===== src/rtl/clk_meter_pkg.sv =====
// Shared types and constants for the clk_meter period/duty/phase monitor.
package clk_meter_pkg;

    localparam int unsigned DEFAULT_CNT_W = 16;
    localparam int unsigned SYNC_STAGES   = 2;

    typedef enum logic [1:0] {
        StIdle = 2'd0,
        StArm  = 2'd1,
        StHigh = 2'd2,
        StLow  = 2'd3
    } meter_state_e;

endpackage


===== src/rtl/sync_edge.sv =====
// Synchronizes an asynchronous input into clk and emits one-cycle rise/fall pulses.
module sync_edge
    import clk_meter_pkg::*;
(
    input  logic clk,
    input  logic rst_n,
    input  logic i_async,
    output logic o_rise,
    output logic o_fall
);

    logic [SYNC_STAGES-1:0] r_sync;
    logic                   r_prev;

    always_ff @(posedge clk or negedge rst_n) begin
        if (!rst_n) begin
            r_sync <= '0;
            r_prev <= 1'b0;
        end else begin
            r_sync <= {r_sync[SYNC_STAGES-2:0], i_async};
            r_prev <= r_sync[SYNC_STAGES-1];
        end
    end

    assign o_rise = r_sync[SYNC_STAGES-1] & ~r_prev;
    assign o_fall = ~r_sync[SYNC_STAGES-1] & r_prev;

endmodule


===== src/rtl/clk_meter.sv =====
// Recovers period, high time and phase (vs. ref_in) of sig_in as clk cycle counts.
module clk_meter
    import clk_meter_pkg::*;
#(
    parameter int unsigned CNT_W   = DEFAULT_CNT_W,
    parameter int unsigned TIMEOUT = 1000
) (
    input  logic             clk,
    input  logic             rst_n,
    input  logic             en,
    input  logic             sig_in,
    input  logic             ref_in,
    output logic [CNT_W-1:0] period_o,
    output logic [CNT_W-1:0] high_o,
    output logic [CNT_W-1:0] phase_o,
    output logic             phase_ok_o,
    output logic             meas_valid_o,
    output logic             timeout_o
);

    localparam logic [CNT_W-1:0] TO_VAL  = CNT_W'(TIMEOUT);
    localparam logic [CNT_W-1:0] CNT_MAX = {CNT_W{1'b1}};

    logic             w_sig_rise;
    logic             w_sig_fall;
    logic             w_ref_rise;
    logic             w_ref_fall_unused;
    meter_state_e     r_state;
    meter_state_e     w_state_nxt;
    logic [CNT_W-1:0] r_per_cnt;
    logic [CNT_W-1:0] w_per_nxt;
    logic [CNT_W-1:0] r_hi_cnt;
    logic [CNT_W-1:0] w_hi_nxt;
    logic [CNT_W-1:0] r_ph_cnt;
    logic [CNT_W-1:0] w_ph_inc;
    logic [CNT_W-1:0] w_ph_cap;
    logic             w_publish;
    logic             w_to_set;
    logic             w_meas_on;

    sync_edge u_sig_sync (
        .clk     (clk),
        .rst_n   (rst_n),
        .i_async (sig_in),
        .o_rise  (w_sig_rise),
        .o_fall  (w_sig_fall)
    );

    sync_edge u_ref_sync (
        .clk     (clk),
        .rst_n   (rst_n),
        .i_async (ref_in),
        .o_rise  (w_ref_rise),
        .o_fall  (w_ref_fall_unused)
    );

    assign w_meas_on = en && (r_state != StIdle);
    assign w_ph_inc  = (r_ph_cnt == CNT_MAX) ? r_ph_cnt : r_ph_cnt + 1'b1;
    // A coincident ref rise makes the phase of this sig rise exactly zero.
    assign w_ph_cap  = w_ref_rise ? '0 : w_ph_inc;

    always_comb begin
        w_state_nxt = r_state;
        w_per_nxt   = r_per_cnt;
        w_hi_nxt    = r_hi_cnt;
        w_publish   = 1'b0;
        w_to_set    = 1'b0;
        if (!en) begin
            w_state_nxt = StIdle;
            w_per_nxt   = '0;
            w_hi_nxt    = '0;
        end else begin
            unique case (r_state)
                StIdle: begin
                    w_state_nxt = StArm;
                    w_per_nxt   = '0;
                    w_hi_nxt    = '0;
                end
                StArm: begin
                    if (w_sig_rise) begin
                        w_state_nxt = StHigh;
                        w_per_nxt   = CNT_W'(1);
                    end else if (r_per_cnt >= TO_VAL) begin
                        w_to_set  = 1'b1;
                        w_per_nxt = '0;
                    end else begin
                        w_per_nxt = r_per_cnt + 1'b1;
                    end
                end
                StHigh: begin
                    // Timeout outranks the fall so the counter can never pass TO_VAL.
                    if (w_sig_rise) begin
                        w_per_nxt = CNT_W'(1);
                    end else if (r_per_cnt >= TO_VAL) begin
                        w_to_set    = 1'b1;
                        w_state_nxt = StArm;
                        w_per_nxt   = '0;
                    end else if (w_sig_fall) begin
                        w_hi_nxt    = r_per_cnt;
                        w_state_nxt = StLow;
                        w_per_nxt   = r_per_cnt + 1'b1;
                    end else begin
                        w_per_nxt = r_per_cnt + 1'b1;
                    end
                end
                StLow: begin
                    if (w_sig_rise) begin
                        w_publish   = 1'b1;
                        w_state_nxt = StHigh;
                        w_per_nxt   = CNT_W'(1);
                    end else if (r_per_cnt >= TO_VAL) begin
                        w_to_set    = 1'b1;
                        w_state_nxt = StArm;
                        w_per_nxt   = '0;
                    end else begin
                        w_per_nxt = r_per_cnt + 1'b1;
                    end
                end
                default: begin
                    w_state_nxt = StIdle;
                    w_per_nxt   = '0;
                    w_hi_nxt    = '0;
                end
            endcase
        end
    end

    always_ff @(posedge clk or negedge rst_n) begin
        if (!rst_n) begin
            r_state   <= StIdle;
            r_per_cnt <= '0;
            r_hi_cnt  <= '0;
        end else begin
            r_state   <= w_state_nxt;
            r_per_cnt <= w_per_nxt;
            r_hi_cnt  <= w_hi_nxt;
        end
    end

    always_ff @(posedge clk or negedge rst_n) begin
        if (!rst_n) begin
            r_ph_cnt   <= '0;
            phase_ok_o <= 1'b0;
        end else if (!w_meas_on) begin
            r_ph_cnt   <= '0;
            phase_ok_o <= 1'b0;
        end else begin
            r_ph_cnt <= w_ph_cap;
            if (w_ref_rise) begin
                phase_ok_o <= 1'b1;
            end
        end
    end

    always_ff @(posedge clk or negedge rst_n) begin
        if (!rst_n) begin
            period_o     <= '0;
            high_o       <= '0;
            phase_o      <= '0;
            meas_valid_o <= 1'b0;
            timeout_o    <= 1'b0;
        end else begin
            meas_valid_o <= w_publish;
            if (w_publish) begin
                period_o <= r_per_cnt;
                high_o   <= r_hi_cnt;
                phase_o  <= w_ph_cap;
            end
            if (!en || w_publish) begin
                timeout_o <= 1'b0;
            end else if (w_to_set) begin
                timeout_o <= 1'b1;
            end
        end
    end

endmodule


===== config.mk =====
export PLATFORM = sky130hd
export DESIGN_NAME = clk_meter
export DESIGN_NICKNAME = d
export VERILOG_FILES = /design/src/rtl/clk_meter_pkg.sv /design/src/rtl/sync_edge.sv /design/src/rtl/clk_meter.sv
export SDC_FILE = /design/constraint.sdc
export NUM_CORES = 1
export LEC_CHECK = 0
export ABC_AREA = 1
export CAP_MARGIN = 30
export CORE_MARGIN = 2
export CORE_UTILIZATION = 25
export DETAILED_ROUTE_END_ITERATION = 8
export DONT_BUFFER_PORTS = 1
export SLEW_MARGIN = 20
export SYNTH_ARGS = -nofsm -noshare
export SYNTH_HDL_FRONTEND = slang
export SYNTH_HIERARCHICAL = 1
export SYNTH_SLANG_ARGS = --single-unit
export TNS_END_PERCENT = 20

===== constraint.sdc =====
create_clock -name clk -period 1.9 [get_ports clk]
set_input_delay 0.19 -clock clk [delete_from_list [all_inputs] [get_ports clk]]
set_output_delay 0.19 -clock clk [all_outputs]
set_load 0.05 [all_outputs]

cell_classes.png
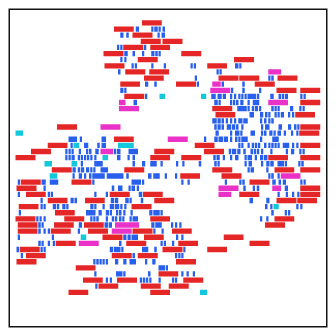
[blue] all other logic | cells: 415 | share of their area: 38%
[red] flip-flops | cells: 107 | share of their area: 53%
[cyan] other buffers and delay cells | cells: 12 | share of their area: 2.2%
[magenta] clock drivers and dummy loads | cells: 16 | share of their area: 6.7%
post-layout util: 0.293
fraction of standard cell area that is sequential: 0.506

clock_map.png
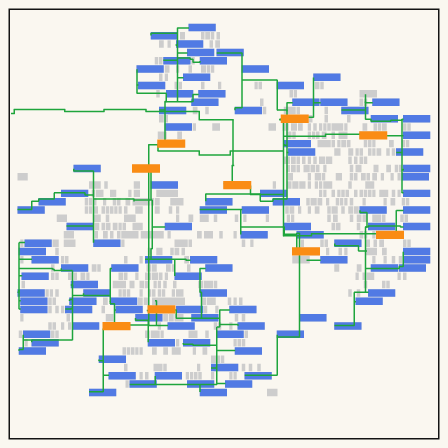
[blue] flip-flops | count: 107
[orange] cells driving clock nets | count: 9
[green] clock wires | length: 1370 um
routed clock nets: 10
Fin Clk Skew: 0.0143 ns
Power Clock: 2.04 mW
Clock power frac: 0.381

pins.png
Pins as bars across the die edge, other pins in gray.
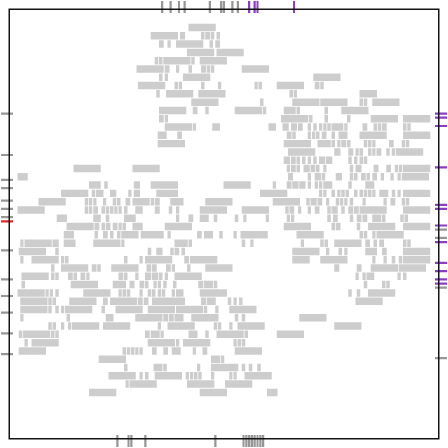
[red] en | pins: 1 | direction: input | edge: west
[purple] phase_o | pins: 16 | direction: output | edge: 12 east, 4 north
# port buffers: 0
Die Span Y: 140 um
width of the chip: 140 um

==> Changelog: implementation <==
### Implementation results

- CP Data Arrival Time: approximately 1.9 ns
- Syn_area_per_cell: between 8 and 9 sq um
- Final hold vios: roughly 110
- HP Class: in -> async
- Power density over the cells: approximately 1000 nW/um^2
- Least-Margin Pin Slew: 0.551 ns
- Final Hold Slack: -0.476 ns
- Final tally of max-slew violations: 0
- Count of nets after finishing: around 550
- Kind of end point of the critical path: flop
- Class of the most critical setup path: reg -> reg
- Number of rows created at floorplan: ~49
- Highest clock frequency the design can meet: around 600 MHz
- WL/cell: ~13 um
- Core ar.: roughly 18000 sq um
- Post-cts sizing count: 0
- Violations in the final reports: hold timing
- Cell count after synthesis: 535
- Post-CTS setup-driven buffer insertion count: 0
- Max-cap violation count: 0
- Layout cell share with drive strength beyond 1: 0.104
- Status: finished with violations
- DRC violation count after routing: 0
- Clock tree from TritonCTS: yes
==> power by group through the flow <==
stage / combinational, mW / clock (mW) / sequential, mW
final: 0.546 / 2.04 / 2.77
after global routing: 0.624 / 2.21 / 2.80
after CTS: 0.554 / 2.12 / 2.78
after detailed placement: 0.538 / 0 / 2.82
after global placement: 0.541 / 0 / 2.82
after floorplan: 0.437 / 0 / 2.79
==> final timing paths <==
kind / start / depth (start not counted) / end / slack [ns]
setup / recovery: r_ph_cnt[0] / 9 / phase_o[2] / 0.26
hold / removal: rst_n / 0 / phase_o[11] / -0.48
setup reg to reg: r_ph_cnt[0] / 9 / phase_o[2] / 0.26
hold reg to reg: u_sig_sync/r_sync[0] / 0 / u_sig_sync/r_sync[1] / 0.35
max in group asynchronous: rst_n / 0 / u_ref_sync/r_sync[1] / 2.15
min in group clk: en / 4 / r_state[1] / 0.14
==> per-layer routing <==
| metal | track usage | wire length [um] | part of all wire | vias to the layer above |
|---|---|---|---|---|
| met5 | 0 | 0 | 0 | - |
| met4 | 0.0287 | 112 | 0.011 | 0 |
| met3 | 0.0431 | 679 | 0.067 | 11 |
| met2 | 0.174 | 4750 | 0.47 | 63 |
| met1 | 0.141 | 4580 | 0.45 | 1535 |
| li1 | - | - | - | 1684 |
==> stage by stage <==
step	power, mW	util	cells	setup WS [ns]	area (sq um)
2_1_floorplan	3.22	-	540	0.475	4670
3_3_place_gp	3.36	0.272	759	0.302	4920
3_5_place_dp	3.36	0.272	759	0.265	4920
4_1_cts	5.45	0.293	779	0.236	5300
5_1_grt	5.63	0.293	779	0.0578	5300
6_report	5.36	0.293	779	0.258	5300
==> cell usage in the layout (no fill, tap or decap), drive strengths merged <==
master and instances:
clkinv 3, nand3 42, nand4 9, dlygate4sd3 4
a21oi 7, a31oi 2, bufinv 1, nor3 6
or2 2, o21ai 32, ha 3, nor2 61
clkbuf 9, conb 6, nor3b 2, xor2 4
nand2 186, buf 8, dfrtp 107, xnor2 1
inv 55
==> critical path, stage by stage (launching register included) <==
cell and delay [ns]:
dfrtp_1 0.41, ha_1 0.27, nand2_2 0.11, nor2_4 0.05
nand2_2 0.10, inv_2 0.04, nand2_2 0.21, o21ai_0 0.18
nand3_1 0.10, nand2_1 0.05
==> state kept, by name (all words and copies together) (netlist names) <==
register and cells:
u_ref_sync/r_sync 2, r_ph_cnt 16, period_o 16, r_state 2
phase_o 16, meas_valid_o 1, u_ref_sync/r_prev 1, u_sig_sync/r_prev 1
phase_ok_o 1, high_o 16, timeout_o 1, r_per_cnt 16
u_sig_sync/r_sync 2, r_hi_cnt 16
==> area by class of cell <==
cell class	count	area (sq um)
Sequential cell	107	2680
Clock inverter	7	110
Tap cell	229	287
Clock buffer	9	225
Fill cell	1915	12800
Inverter	52	195
Timing Repair Buffer	12	113
Multi-Input combinational cell	363	1690
No activity file was given, so power comes from the tool's default toggle rates.
